==> config.mk <==
export PLATFORM = sky130hd
export DESIGN_NAME = hex_display_scheduler
export DESIGN_NICKNAME = d
export VERILOG_FILES = /design/src/rtl/hex_pkg.sv /design/src/rtl/Hex_Driver.sv /design/src/rtl/hex_display_scheduler.sv
export SDC_FILE = /design/constraint.sdc
export NUM_CORES = 1
export LEC_CHECK = 0
export CELL_PAD_IN_SITES_DETAIL_PLACEMENT = 0
export CELL_PAD_IN_SITES_GLOBAL_PLACEMENT = 1
export CORE_MARGIN = 4
export CORE_UTILIZATION = 44
export DETAILED_ROUTE_END_ITERATION = 12
export PLACE_DENSITY_LB_ADDON = 0.1
export RECOVER_POWER = 100
export SETUP_SLACK_MARGIN = 0.5
export SYNTH_ARGS = -nofsm -noshare
export SYNTH_HDL_FRONTEND = slang
export SYNTH_SLANG_ARGS = --single-unit
==> constraint.sdc <==
create_clock -name Clk -period 3.24 [get_ports Clk]
set_input_delay 0.81 -clock Clk [delete_from_list [all_inputs] [get_ports Clk]]
set_output_delay 0.81 -clock Clk [all_outputs]
set_load 0.01 [all_outputs]
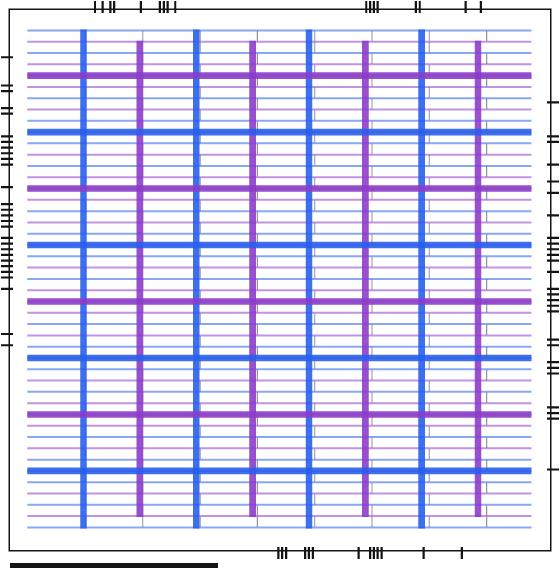
**Above:** run 1 (floorplan with the power grid).
Scale bar: 50 um. Pins as bars on the die edge. Tap cells in gray.
Purple stands for VDD. Blue stands for VSS.
The core has 44 rows. 45 met1 rails follow the rows. 85 signal pins sit on the boundary.
Core ar.: 0.01453 sq mm
Die Y: 130.0 um
worst vdd ir: 0.3223 mV
Die X: 130.0 um

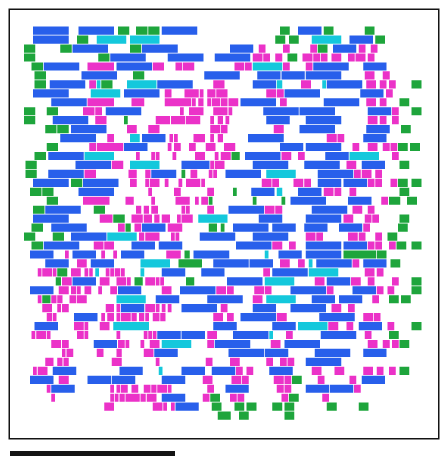
**Above:** run 1 (cell classes on the final placement).
Scale bar: 50 um.
Cyan stands for clock drivers and dummy loads, cells 31. Green stands for other buffers and delay cells, cells 100. Magenta stands for all other logic, cells 353. Blue stands for flip-flops, cells 159.
row cnt: 44
flop share of the area: 49.22%

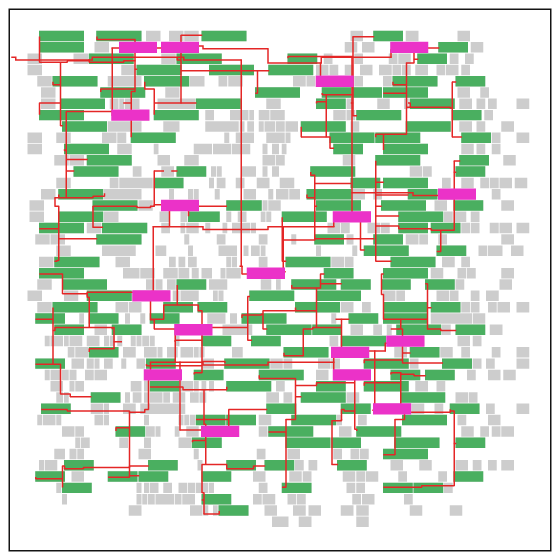
**Above:** run 1 (clock wires, drivers and flops).
Green stands for flip-flops, count 159. Magenta stands for cells driving clock nets, count 17. Red stands for clock wires, length 1,870 um.
There are 18 routed clock nets. Position of the flops: all over the die.
P_clk: 0.00188 W
Clk pwr share: 32.6%
clock skew: 0.01179 ns
Clock Latency Late Sink: 0.42 ns

==> run summary, run 1 <==
flow finished, numbers: status complete, but fails checks, failing checks capacitance limit, slew limit, Int Pwr 0.004181 W, grt ovf 0, # DRC 0, initial antenna violation count 0, clk buf depth 2, hold path depth 1, root buf cell clkbuf_16, Post-synth ARST share 0%, commonest non-fill, non-tap cell in the layout edfxtp_1, cts bufs inserted 17, met3 WL 638 um, Slew Limit Headroom -18.57%, metal1 wirelength 6018 um, Crit. End Element register, CTS tree yes, post-CTS resize count 56, max cap viols 2, via count 4,088, Final Cell Area 0.008084 sq mm, port bufs 84, Syn Inst Count 545, share of cells above drive strength 1 7.154%, combinational power share 22.6%, Flop pwr share 44.8%, YS warnings 0, Worst-Margin Slew 1.779 ns, initial DRC count 229, r2r setup slk 0.48 ns, Cell Chain, Critical Path mux4_2 -> a22o_1 -> nand2b_1 -> or3_1 -> o221ai_1 -> clkbuf_1, yosys stat cell total 545, CTS sink count 159, Post-DRT Antenna Nets 0, switching share of power 27.47%, routed wire length 12,610 um, CP delay by family, top simple AND/OR/NAND/NOR gates, unrepaired setup endpoints after global routing no, most common cell in the netlist dfxtp_1, Diodes inserted 0, tool warnings 34, largest net degree at the start of global routing 97, comb pwr 0.00130 W, Logic cell area 0.002357 sq mm, worst setup margin 0.4791 ns, highest-power group sequential cells, Mean Syn Cell Area 12.02 sq um, Slew Viols, Final 106
-- run 1: layout make-up --
type | instances | area share (%)
clock inverter | 5 | 0.6501
sequential | 159 | 49.22
inverter | 17 | 0.7894
multi-input combinational | 336 | 29.16
timing repair buffer | 100 | 11.13
tap | 184 | 2.848
clock buffer | 26 | 6.206
-- run 1: metal layers --
| metal | up-vias | global-route usage, % |
|---|---|---|
| met5 | - | 0 |
| met4 | 0 | 5.134 |
| met3 | 13 | 5.362 |
| met2 | 77 | 24.29 |
| met1 | 1914 | 20.78 |
| li1 | 2084 | - |
-- run 1: cell families after synthesis --
logic type	synth area share, %
xor+xnor	3.342
buf+inv	3.208
flops	60.65
simple gates	17.66
fa+ha+maj	2.291
compound gates	8.955
mux	3.895
**Run 1: wiring by layer**

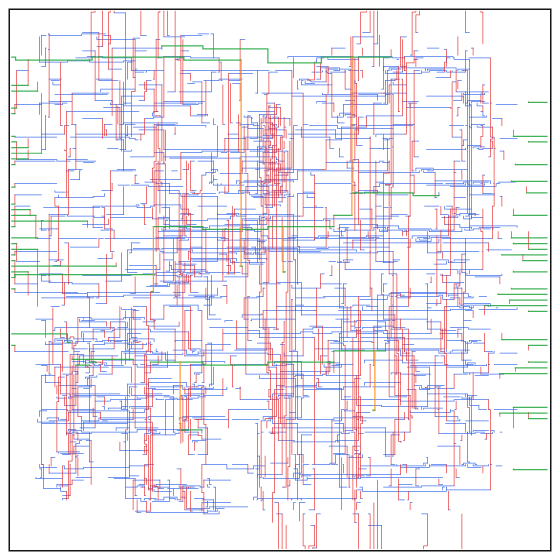

==> run 2: changes to the inputs <==
SYNTH_HIERARCHICAL = 1   (was unset)
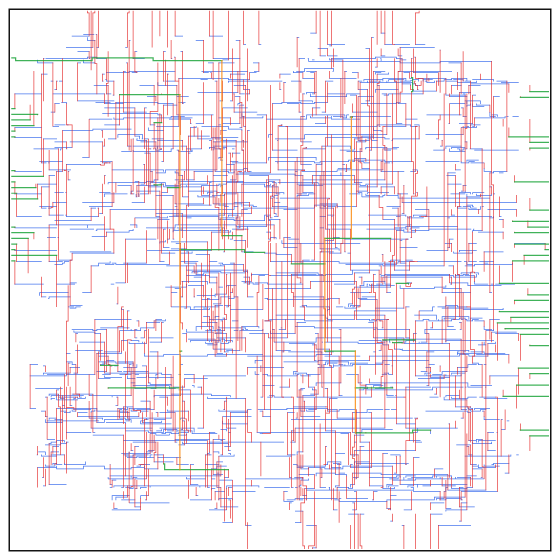
**Above:** run 2 (wiring by layer).
Red stands for met2, wire length 6,280 um. Green stands for met3, wire length 486 um. Orange stands for met4, wire length 209 um. Blue stands for met1, wire length 5,880 um.
Total GRT Usage: 15.94%
WL per Instance: 15.42 um
via count: 4,209
routed wire length: 12,860 um

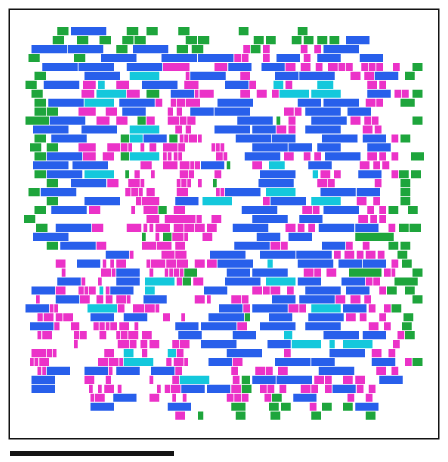
**Above:** run 2 (cell classes on the final placement).
Scale bar: 50 um.
Magenta stands for all other logic, cells 355. Blue stands for flip-flops, cells 159. Cyan stands for clock drivers and dummy loads, cells 32. Green stands for other buffers and delay cells, cells 104.
post-layout util: 56.65%
flop share of the area: 48.08%
Core ar.: 0.01459 sq mm

==> run summary, run 2 <==
flow finished, numbers: status completed (was complete, but fails checks), row cnt 44 (unchanged), switching share of power 28.03% (was 27.47%), Die X 130.2 um (was 130.0 um), r2r setup slk 0.40 ns (was 0.48 ns), combinational power share 25.2% (was 22.6%), unrepaired setup endpoints after global routing yes (was no), Syn Inst Count 546 (was 545), worst setup margin 0.3988 ns (was 0.4791 ns), GRT met2 Usage 26.86% (was 24.29%), YS warnings 6 (was 0), max cap viols 0 (was 2), Die Y 130.2 um (was 130.0 um), Mean Syn Cell Area 12.04 sq um (was 12.02 sq um), most common cell in the netlist dfxtp_1 (unchanged), cts bufs inserted 17 (unchanged), clock skew 0.006694 ns (was 0.01179 ns), hold path depth 1 (unchanged), Post-synth ARST share 0% (unchanged), Slew Limit Headroom 33.74% (was -18.57%), port bufs 84 (unchanged), met1 usage 20.10% (was 20.78%), Diodes inserted 0 (unchanged), Worst-Margin Slew 0.9939 ns (was 1.779 ns), worst vdd ir 0.4075 mV (was 0.3223 mV), Slew Viols, Final 0 (was 106), metal1 wirelength 5884 um (was 6018 um), Flop pwr share 43.0% (was 44.8%), comb pwr 0.00151 W (was 0.00130 W), tool warnings 36 (was 34), initial DRC count 312 (was 229), # DRC 0 (unchanged), Crit. End Element register (unchanged), GRT busiest layer met2 (unchanged), Clock Latency Late Sink 0.42 ns (about the same), CTS sink count 159 (unchanged), Post-DRT Antenna Nets 0 (unchanged), largest net degree at the start of global routing 55 (was 97)
[run 2: what timing repair did]
item / 4_1_cts / 5_1_grt
pin swaps: 1 / 4
gates cloned: 2 / 0
resized: 59 / 15
setup endpoints to repair: 90 / 39
setup buffers: 0 / 2
[run 2: kinds of logic after synthesis]
group           after synthesis  share of synthesized area [%]
simple gates                211                          18.11
flops                       159                          60.47
xor+xnor                     24                          3.199
mux                          22                          4.056
compound gates               71                          8.778
fa+ha+maj                    13                          2.475
buf+inv                      46                          2.913
[run 2: cell type report]
cell class	count	area [sq um]	area share, %
tap	184	230.2	2.786
multi-input combinational	341	2431	29.42
sequential	159	3974	48.08
timing repair buffer	104	992.2	12.01
inverter	14	56.30	0.6813
clock buffer	21	503.0	6.086
clock inverter	11	77.57	0.9387
Power is estimated from default activity; no workload was simulated.
